**Run 1: M1 wires**

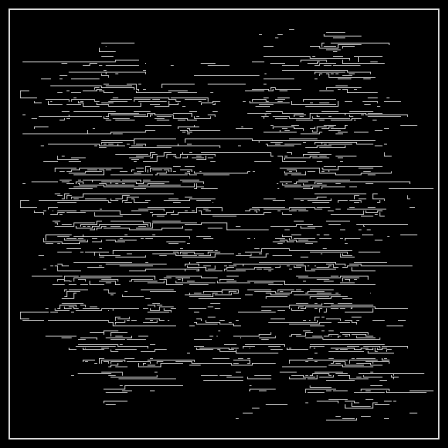
**Run 1: signal wires on met2**

The bar under the picture is 20 microns long. Cells faint in the background.
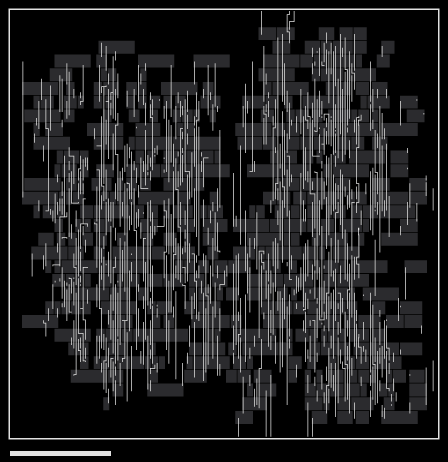
**Run 1: M3 wires**

The bar under the picture is 20 microns long.
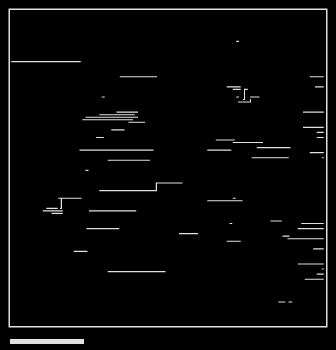
===== src/rtl/cursor_ctrl_rpt_if.sv =====
// Keyboard-event / cursor bus between the keyboard block, the cursor controller
// and the game logic. The slave side is the cursor controller.
interface cursor_ctrl_rpt_if #(
  parameter int COORD_W = 4
);
  logic [10:0]        key_event;
  logic [COORD_W-1:0] cursor_x;
  logic [COORD_W-1:0] cursor_y;
  logic               move_pulse;
  logic               blocked_pulse;
  logic               select_pulse;
  logic               cancel_pulse;

  modport master (
    output key_event,
    input  cursor_x, cursor_y, move_pulse, blocked_pulse, select_pulse, cancel_pulse
  );

  modport slave (
    input  key_event,
    output cursor_x, cursor_y, move_pulse, blocked_pulse, select_pulse, cancel_pulse
  );
endinterface


===== src/rtl/cursor_ctrl_rpt.sv =====
// Board cursor controller: decodes keyboard events into cursor moves with
// clamp/wrap edges, atomic diagonals, typematic auto-repeat and select/cancel strobes.
module cursor_ctrl_rpt #(
  parameter int BOARD_W       = 8,
  parameter int BOARD_H       = 8,
  parameter int COORD_W       = 4,
  parameter int WRAP          = 0,
  parameter int INIT_X        = 0,
  parameter int INIT_Y        = 0,
  parameter int REPEAT_DELAY  = 50_000_000,
  parameter int REPEAT_PERIOD = 10_000_000
) (
  input  logic              clk,
  input  logic              rstn,
  cursor_ctrl_rpt_if.slave  bus
);

  localparam int MAX_CNT = (REPEAT_DELAY > REPEAT_PERIOD) ? REPEAT_DELAY : REPEAT_PERIOD;
  localparam int CNT_W   = $clog2(MAX_CNT + 1);

  localparam logic [CNT_W-1:0] DELAY_LAST  = (REPEAT_DELAY > 0) ? CNT_W'(REPEAT_DELAY - 1) : '0;
  localparam logic [CNT_W-1:0] PERIOD_LAST = CNT_W'(REPEAT_PERIOD - 1);

  localparam logic [COORD_W:0]   W_EXT = (COORD_W+1)'(BOARD_W);
  localparam logic [COORD_W:0]   H_EXT = (COORD_W+1)'(BOARD_H);
  localparam logic [COORD_W-1:0] X_MAX = COORD_W'(BOARD_W - 1);
  localparam logic [COORD_W-1:0] Y_MAX = COORD_W'(BOARD_H - 1);

  localparam logic [1:0] ST_IDLE   = 2'd0;
  localparam logic [1:0] ST_HOLD   = 2'd1;
  localparam logic [1:0] ST_REPEAT = 2'd2;

  // Axis deltas use 2-bit two's complement: 00 none, 01 +1, 11 -1
  localparam logic [1:0] D_NONE = 2'b00;
  localparam logic [1:0] D_POS  = 2'b01;
  localparam logic [1:0] D_NEG  = 2'b11;

  logic [1:0]         state;
  logic [CNT_W-1:0]   cnt;
  logic               prev_valid;
  logic [1:0]         lat_dx, lat_dy;
  logic [COORD_W-1:0] cur_x, cur_y;
  logic               move_q, blocked_q, select_q, cancel_q;

  logic               ev_valid, ev_ext, ev_brk;
  logic [7:0]         ev_code;
  logic               press, release_ev;
  logic               is_move;
  logic [1:0]         key_dx, key_dy;
  logic [1:0]         mv_dx, mv_dy;
  logic [COORD_W:0]   sum_x, sum_y;
  logic               x_out, y_out;
  logic [COORD_W-1:0] next_x, next_y;
  logic               mv_blocked;
  logic               do_move;

  assign ev_valid   = bus.key_event[10];
  assign ev_ext     = bus.key_event[9];
  assign ev_brk     = bus.key_event[8];
  assign ev_code    = bus.key_event[7:0];
  assign press      = ev_valid & ~prev_valid & ~ev_brk & ~ev_ext;
  assign release_ev = ~ev_valid | (ev_brk & ~ev_ext);

  always_comb begin
    is_move = 1'b1;
    key_dx  = D_NONE;
    key_dy  = D_NONE;
    case (ev_code)
      8'h57, 8'h77: key_dy = D_NEG;
      8'h58, 8'h78: key_dy = D_POS;
      8'h41, 8'h61: key_dx = D_NEG;
      8'h44, 8'h64: key_dx = D_POS;
      8'h51, 8'h71: begin key_dx = D_NEG; key_dy = D_NEG; end
      8'h45, 8'h65: begin key_dx = D_POS; key_dy = D_NEG; end
      8'h5A, 8'h7A: begin key_dx = D_NEG; key_dy = D_POS; end
      8'h43, 8'h63: begin key_dx = D_POS; key_dy = D_POS; end
      default:      is_move = 1'b0;
    endcase
  end

  // One extra bit on each axis makes both underflow (MSB set) and overflow visible
  always_comb begin
    mv_dx  = (state == ST_IDLE) ? key_dx : lat_dx;
    mv_dy  = (state == ST_IDLE) ? key_dy : lat_dy;
    sum_x  = {1'b0, cur_x} + {{(COORD_W-1){mv_dx[1]}}, mv_dx};
    sum_y  = {1'b0, cur_y} + {{(COORD_W-1){mv_dy[1]}}, mv_dy};
    x_out  = (mv_dx != D_NONE) && (sum_x[COORD_W] || (sum_x >= W_EXT));
    y_out  = (mv_dy != D_NONE) && (sum_y[COORD_W] || (sum_y >= H_EXT));
    next_x = sum_x[COORD_W-1:0];
    next_y = sum_y[COORD_W-1:0];
    mv_blocked = 1'b0;
    if (WRAP != 0) begin
      if (x_out) next_x = mv_dx[1] ? X_MAX : '0;
      if (y_out) next_y = mv_dy[1] ? Y_MAX : '0;
    end else if (x_out || y_out) begin
      mv_blocked = 1'b1;
      next_x     = cur_x;
      next_y     = cur_y;
    end
  end

  always_comb begin
    do_move = 1'b0;
    case (state)
      ST_IDLE:   do_move = press & is_move;
      ST_HOLD:   do_move = ~release_ev & (cnt == DELAY_LAST);
      ST_REPEAT: do_move = ~release_ev & (cnt == PERIOD_LAST);
      default:   do_move = 1'b0;
    endcase
  end

  // Release is checked before expiry so a key let go on the repeat cycle never moves
  always_ff @(posedge clk) begin
    if (!rstn) begin
      state      <= ST_IDLE;
      cnt        <= '0;
      prev_valid <= 1'b0;
      lat_dx     <= D_NONE;
      lat_dy     <= D_NONE;
      cur_x      <= COORD_W'(INIT_X);
      cur_y      <= COORD_W'(INIT_Y);
      move_q     <= 1'b0;
      blocked_q  <= 1'b0;
      select_q   <= 1'b0;
      cancel_q   <= 1'b0;
    end else begin
      prev_valid <= ev_valid;
      move_q     <= 1'b0;
      blocked_q  <= 1'b0;
      select_q   <= 1'b0;
      cancel_q   <= 1'b0;

      if (do_move) begin
        if (mv_blocked) begin
          blocked_q <= 1'b1;
        end else begin
          cur_x  <= next_x;
          cur_y  <= next_y;
          move_q <= 1'b1;
        end
      end

      case (state)
        ST_IDLE: begin
          if (press) begin
            if (is_move) begin
              lat_dx <= key_dx;
              lat_dy <= key_dy;
              cnt    <= '0;
              if (REPEAT_DELAY != 0) state <= ST_HOLD;
            end else if (ev_code == 8'h20) begin
              select_q <= 1'b1;
            end else if (ev_code == 8'h1B) begin
              cancel_q <= 1'b1;
            end
          end
        end
        ST_HOLD: begin
          if (release_ev) begin
            state <= ST_IDLE;
          end else if (cnt == DELAY_LAST) begin
            cnt   <= '0;
            state <= ST_REPEAT;
          end else begin
            cnt <= cnt + CNT_W'(1);
          end
        end
        ST_REPEAT: begin
          if (release_ev) begin
            state <= ST_IDLE;
          end else if (cnt == PERIOD_LAST) begin
            cnt <= '0;
          end else begin
            cnt <= cnt + CNT_W'(1);
          end
        end
        default: state <= ST_IDLE;
      endcase
    end
  end

  assign bus.cursor_x      = cur_x;
  assign bus.cursor_y      = cur_y;
  assign bus.move_pulse    = move_q;
  assign bus.blocked_pulse = blocked_q;
  assign bus.select_pulse  = select_q;
  assign bus.cancel_pulse  = cancel_q;

endmodule


===== src/flat_wrapper.sv =====
// flat-port wrapper written by rule: the top's interface ports become plain ports
module cursor_ctrl_rpt_flat 
#(
  parameter int BOARD_W       = 8,
  parameter int BOARD_H       = 8,
  parameter int COORD_W       = 4,
  parameter int WRAP          = 0,
  parameter int INIT_X        = 0,
  parameter int INIT_Y        = 0,
  parameter int REPEAT_DELAY  = 50_000_000,
  parameter int REPEAT_PERIOD = 10_000_000
)
  (clk, rstn, bus_key_event, bus_cursor_x, bus_cursor_y, bus_move_pulse, bus_blocked_pulse, bus_select_pulse, bus_cancel_pulse);
  cursor_ctrl_rpt_if #(.COORD_W(COORD_W)) bus_i ();
  input  logic clk;
  input  logic rstn;
  input wire logic [$bits(bus_i.key_event)-1:0] bus_key_event;
  output wire logic [$bits(bus_i.cursor_x)-1:0] bus_cursor_x;
  output wire logic [$bits(bus_i.cursor_y)-1:0] bus_cursor_y;
  output wire logic [$bits(bus_i.move_pulse)-1:0] bus_move_pulse;
  output wire logic [$bits(bus_i.blocked_pulse)-1:0] bus_blocked_pulse;
  output wire logic [$bits(bus_i.select_pulse)-1:0] bus_select_pulse;
  output wire logic [$bits(bus_i.cancel_pulse)-1:0] bus_cancel_pulse;
  assign bus_i.key_event = bus_key_event;
  assign bus_cursor_x = bus_i.cursor_x;
  assign bus_cursor_y = bus_i.cursor_y;
  assign bus_move_pulse = bus_i.move_pulse;
  assign bus_blocked_pulse = bus_i.blocked_pulse;
  assign bus_select_pulse = bus_i.select_pulse;
  assign bus_cancel_pulse = bus_i.cancel_pulse;
  cursor_ctrl_rpt #(.BOARD_W(BOARD_W), .BOARD_H(BOARD_H), .COORD_W(COORD_W), .WRAP(WRAP), .INIT_X(INIT_X), .INIT_Y(INIT_Y), .REPEAT_DELAY(REPEAT_DELAY), .REPEAT_PERIOD(REPEAT_PERIOD)) u_core (.clk(clk), .rstn(rstn), .bus(bus_i));
endmodule

===== config.mk =====
export PLATFORM = sky130hd
export DESIGN_NAME = cursor_ctrl_rpt_flat
export DESIGN_NICKNAME = d
export VERILOG_FILES = /design/src/rtl/cursor_ctrl_rpt_if.sv /design/src/rtl/cursor_ctrl_rpt.sv /design/src/flat_wrapper.sv
export SDC_FILE = /design/constraint.sdc
export NUM_CORES = 1
export LEC_CHECK = 0
export CAP_MARGIN = 5
export CORE_MARGIN = 2
export CORE_UTILIZATION = 45
export DETAILED_ROUTE_END_ITERATION = 10
export PLACE_DENSITY = 0.66
export SYNTH_ARGS = -nofsm -noshare
export SYNTH_HDL_FRONTEND = slang
export SYNTH_SLANG_ARGS = --single-unit

===== constraint.sdc =====
create_clock -name clk -period 3.5 [get_ports clk]
set_input_delay 0.7 -clock clk [delete_from_list [all_inputs] [get_ports clk]]
set_output_delay 0.7 -clock clk [all_outputs]
set_load 0.02 [all_outputs]

==> git commit body, run 1 <==
Refresh implementation metrics

- The flow ran to the end, and the final reports show no timing, DRC or antenna violations.
* Number of design rule violations left after detail routing: 0
- Highest routed metal layer: met4
- In this run, distinct cell masters in the synthesized netlist total 57.
* Period utilization: 98.2%
* Worst slew slack as a fraction of its limit: 44.4%
- The number of antenna violations at the first check in global routing is 0.
- Total leakage power: 1.36 nW
- Metal2 WL: 3.85 mm
- Vias per Instance: 5.87
- TritonCTS clock tree: done
* Critical setup path kind: input port to register
- Number of tap instances: 77
- Timing startpoint of the critical path: bus_key_event[1]
- Post-synth tally of flip-flops with integrated enable: 0
* Async SR Flop Fraction: 0%
- On the final layout, the worst clock skew is 0.00625 ns.
- Routing usage on met1: 28.3%
- The worst register-to-register path has a setup slack of 0.20 ns.
* CTS H-Tree Depth: 2
* Number of flip-flops in the largest register: 26
- Final Max Slew Viols: 0
- Tally of buffers added on design ports: 24
* Total cell area reported by yosys after synthesis: 0.00295 sq mm
- Number of top-level pins: 25
- The library cell used most frequently in the layout, excluding fill and tap cells, is buf_4.
- In the layout the commonest cells are buf_4, dfxtp_1, nor2_1.
- Including well taps, the total number of placed cells is 507.
* Clock transition time at the flip-flop clock pins of the worst setup and hold paths: 0.09 ns
* Category of the worst setup path launch point: input port
* Post-synth design cell area: 0.00295 sq mm
* GR Util met2: 36.5%
* Area fraction in mux cells: 1.19%
- Required time at the endpoint of the critical path: 3.74 ns
- Routing usage on met3: 3.89%
* Launch instance of the worst min-delay path: u_core.lat_dy[1]
- In the Yosys report, the sequential cells make up 30.6% of the chip area.
- CTS resizes: 8
- Yosys stat cell total: 376
- Looking at the max-slew report, the worst-margin pin has a slew of 0.826 ns.
* Post-Route M1 WL: 3.51 mm
- The post-route utilization of the core is recorded as 59.1%.
- The number of maximum-capacitance violations recorded for the run is 0.
* Overall routing resource usage: 21.9%
* Area occupied by multi-input gates: 0.00196 sq mm
- The analysis reports a worst IR drop on VDD of 0.221 mV.
- Half-perimeter wire length of the detailed placement result: 5.75 mm
- The placement stage leaves a total instance area of 0.00355 sq mm.
- Final wirelength: 7.91 mm
- In the log, the iteration count for the first detailed-route pass is 4.
- Derived from the worst setup path, the maximum achievable clock frequency is 291 MHz.
- Average footprint of a synthesized cell: 7.84 sq um
- Seq cells post-synth: 45
- Post-layout min period: 3.44 ns
- Count of vias placed by the detailed router: 3,045
- The final layout report lists a filler cell count of 571.
- Cell kind with the greatest summed area: combinational gates
- Top cells, area: dfxtp_1, ha_1, nor2_1
* Die height: 84.9 microns
* Worst reg2reg path depth: 13
* GRT overflow: 0
- Clock Sink Count: 45
* Min-Delay Path Class: register to register
- The worst setup path is captured at a register.
Notes on 'M1 wires' above:
main direction: horizontal
longest straight run: 24.4 microns
nets with wire on the layer: 431

Notes on 'signal wires on met2' above:
main direction: vertical
wire length on this layer: 3,850 microns
longest straight run: 28.9 microns

Notes on 'M3 wires' above:
longest straight run: 19.5 microns
nets with wire on the layer: 46
share of all routed wire: 4.2%
wire length on this layer: 331 microns

## run 1: worst max-delay path, stage by stage
cell           delay [ns]
dlygate4sd2_1        0.31
buf_4                0.17
nor2_1               0.14
a22o_1               0.18
a221o_1              0.22
ha_1                 0.21
inv_1                0.06
fa_1                 0.40
a211oi_1             0.30
o21ai_1              0.13
a31o_1               0.22
or4_1                0.51
a21oi_1              0.13
## run 1: power breakdown
part           total (mW)  switching, mW  internal, mW
combinational      0.0898         0.0454        0.0444
sequential          0.513       0.000525         0.512
clock               0.427          0.194         0.232
total                1.03          0.240         0.789
## run 1: kinds of logic after synthesis
logic type,after synthesis
multiplexers,3
adder cells (fa/ha/maj),15
flip-flops,45
buffers and inverters,32
AND-OR/OR-AND,103
XOR/XNOR,11
AND/OR/NAND/NOR,167
**Run 1: track usage over the die**

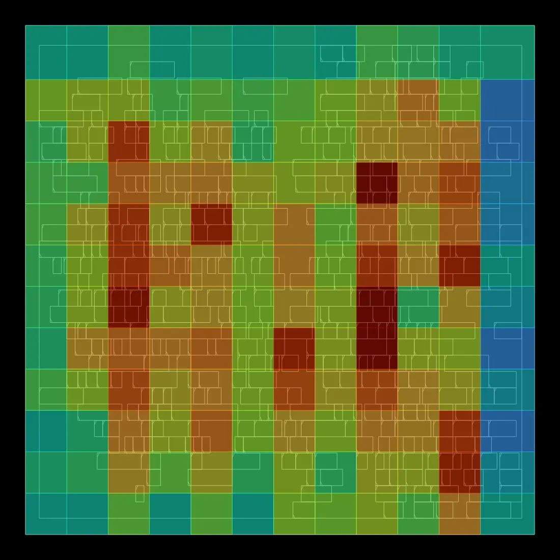

## Run 2: what changed since run 1
--- a/config.mk
+++ b/config.mk
@@ -5,8 +5,8 @@
 export SDC_FILE = /design/constraint.sdc
 export NUM_CORES = 1
 export LEC_CHECK = 0
+export ABC_CLOCK_PERIOD_IN_PS = 3500
 export CAP_MARGIN = 5
-export CORE_MARGIN = 2
 export CORE_UTILIZATION = 45
 export DETAILED_ROUTE_END_ITERATION = 10
 export PLACE_DENSITY = 0.66
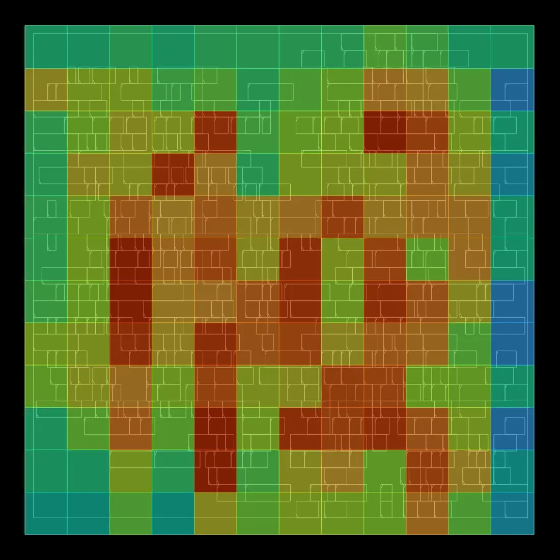
**Above:** run 2 (track usage over the die).
overall routing resource usage: 23.2%
final core area utilization: 59.8%
average wire length per cell after detail routing: 15.3 microns

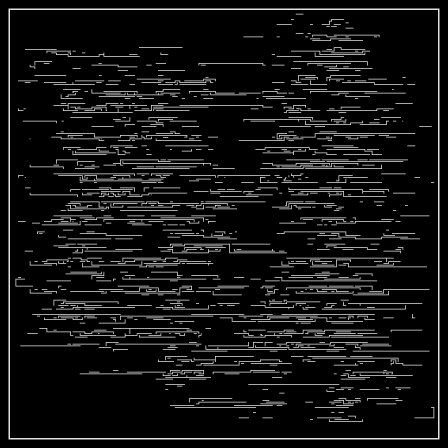
**Above:** run 2 (M1 wires).
share of all routed wire: 45%
wire length on this layer: 3,620 microns
longest straight run: 20.7 microns
main direction: horizontal
nets with wire on the layer: 434

==> run 2 against run 1 <==
Net effect: cell area is 1.2% higher; combinational power is 0.9% higher; cell count grew 0.39%; fmax up 0.73%; critical endpoint unchanged; highest routed layer unchanged.
==> git commit body, run 2 <==
Refresh implementation metrics

- The flow ran to the end, and the final reports show no timing, DRC or antenna violations.
* Vias per Instance: 5.91
- CTS H-Tree Depth: 2
- Per the GRT congestion report, total overflow comes to 0.
- Average footprint of a synthesized cell: 7.84 sq um
- Yosys stat cell total: 376
- CTS resizes: 5
* Worst slew slack as a fraction of its limit: 49.9%
* Clock group: 0.412 mW
- After synthesis, flip-flops and latches occupy 30.6% of the total area.
- Per the layout report, the design carries 76 non-clock buffers.
- On the final layout, the worst clock skew is 0.00958 ns.
- At the end of routability-driven placement, the weighted congestion stood at 0.902.
- Per report_power, the top consumer among the power groups is sequential cells.
- Min-Delay Path Class: register to register
- STA shows the worst reg2reg path with a cell count of 13.
* Required time at the endpoint of the critical path: 3.74 ns
- Dominant delay contributor by cell family on the critical path: simple AND/OR/NAND/NOR gates
- Global routing used 29.3% of the available met1 tracks.
- The net switching power in the latest report is 0.225 mW.
- For the pin with the worst max-slew slack, the measured transition is 0.745 ns.
* Fillers: 556
* Dominant logic cell type in the layout: buf_4
* Slowest stage delay, CP: 0.54 ns
* Total leakage power: 1.41 nW
- Ranking logic cells in the layout by count gives the top entries buf_4, dfxtp_1, nor2_1.
- Clock Sink Count: 45
- Final Max Slew Viols: 0
- After legalization and detailed placement, the total HPWL measured 5.69 mm.
* Post-layout min period: 3.41 ns
- In this run the cell area measured after placement is 0.00356 sq mm.
* Critical-path cell list: dlygate4sd2_1 > or3b_4 > a211oi_2 > mux2_4 > ha_1 > a21oi_2 > nor2_2 > or4_4 > a31o_1 > or4_4 > a21oi_2
* Number of placed instances with taps included: 509
- Tracing the worst setup path back leads to its startpoint at bus_key_event[3].
- Initial Util: 46.4%
* Post-synth design cell area: 0.00295 sq mm
- Power share of the combinational group: 8.9%
- Combinational fraction of the cell area: 52.7%
* Cell Int Power: 0.790 mW
- Seq cells post-synth: 45
* Metal2 WL: 3.97 mm
- STA classifies the critical path startpoint as an input port.
- Tally of buffers added on design ports: 24
* Share of power burned in registers: 50.5%
- Highest clock rate: 293 MHz
* Launch instance of the worst min-delay path: u_core.lat_dy[1]
- Number of tap instances: 77
- The synthesis report lists the most area-consuming cells as dfxtp_1, ha_1, nor2_1.
- After clock tree synthesis, the clock-pin slew on the worst setup and hold paths is 0.09 ns.
- The number of different library cells used by synthesis comes to 57.
- Period utilization: 97.4%
- GR Util met2: 40.2%
* Cell kind with the greatest summed area: combinational gates
* Combinational gate power: 0.0906 mW
* Number of design rule violations left after detail routing: 0
* IR drop worst, VDD: 0.329 mV
- Area share of and/or/nand/nor cells after synthesis: 30.1%
- Highest routed metal layer: met4
- Number of flip-flops in the largest register: 26
- Maxcap violations: 0
* TritonCTS clock tree: done
- For this design the top-level I/O count stands at 25.
* Post-synth tally of flip-flops with integrated enable: 0
- Area fraction in mux cells: 1.19%
* Async SR Flop Fraction: 0%
* Clock share of power: 40.6%
- Number of antenna violations at the first check in global routing: 0
- In this run switching power makes up 22.2% of total power.
- Pre-Repair DR Iteration Count: 4
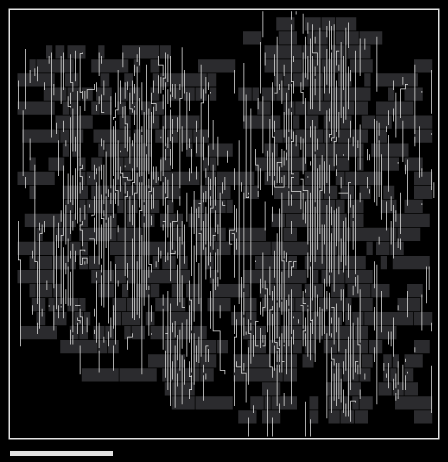
**Above:** run 2 (signal wires on met2).
The bar under the picture is 20 microns long. Cells faint in the background.
main direction: vertical
wire length on this layer: 3,970 microns
nets with wire on the layer: 396
longest straight run: 43.2 microns

==> run 2: netlist changes by cell type in the layout (fill, tap and decap cells not counted), moves of 2 or more <==
cell	previous run	this run
a21oi_1	27	24
clkbuf_2	0	3
a21oi_2	1	4
clkdlybuf4s15_1	2	0
==> run 2: how the worst max path moves through the flow <==
stage / slack [ns] / end / cells past startpoint
floorplan: 0.02 / u_core.bus.cursor_x[1] / 15
detailed placement: -0.44 / u_core.bus.cursor_y[3] / 13
global route: -0.009 / u_core.bus.cursor_y[3] / 15
global placement: -0.42 / u_core.bus.cursor_y[3] / 13
finish: 0.09 / u_core.bus.cursor_y[3] / 11
CTS: 0.05 / u_core.bus.cursor_y[3] / 12
Power figures rest on the tool's default switching activity, not on a simulated workload.
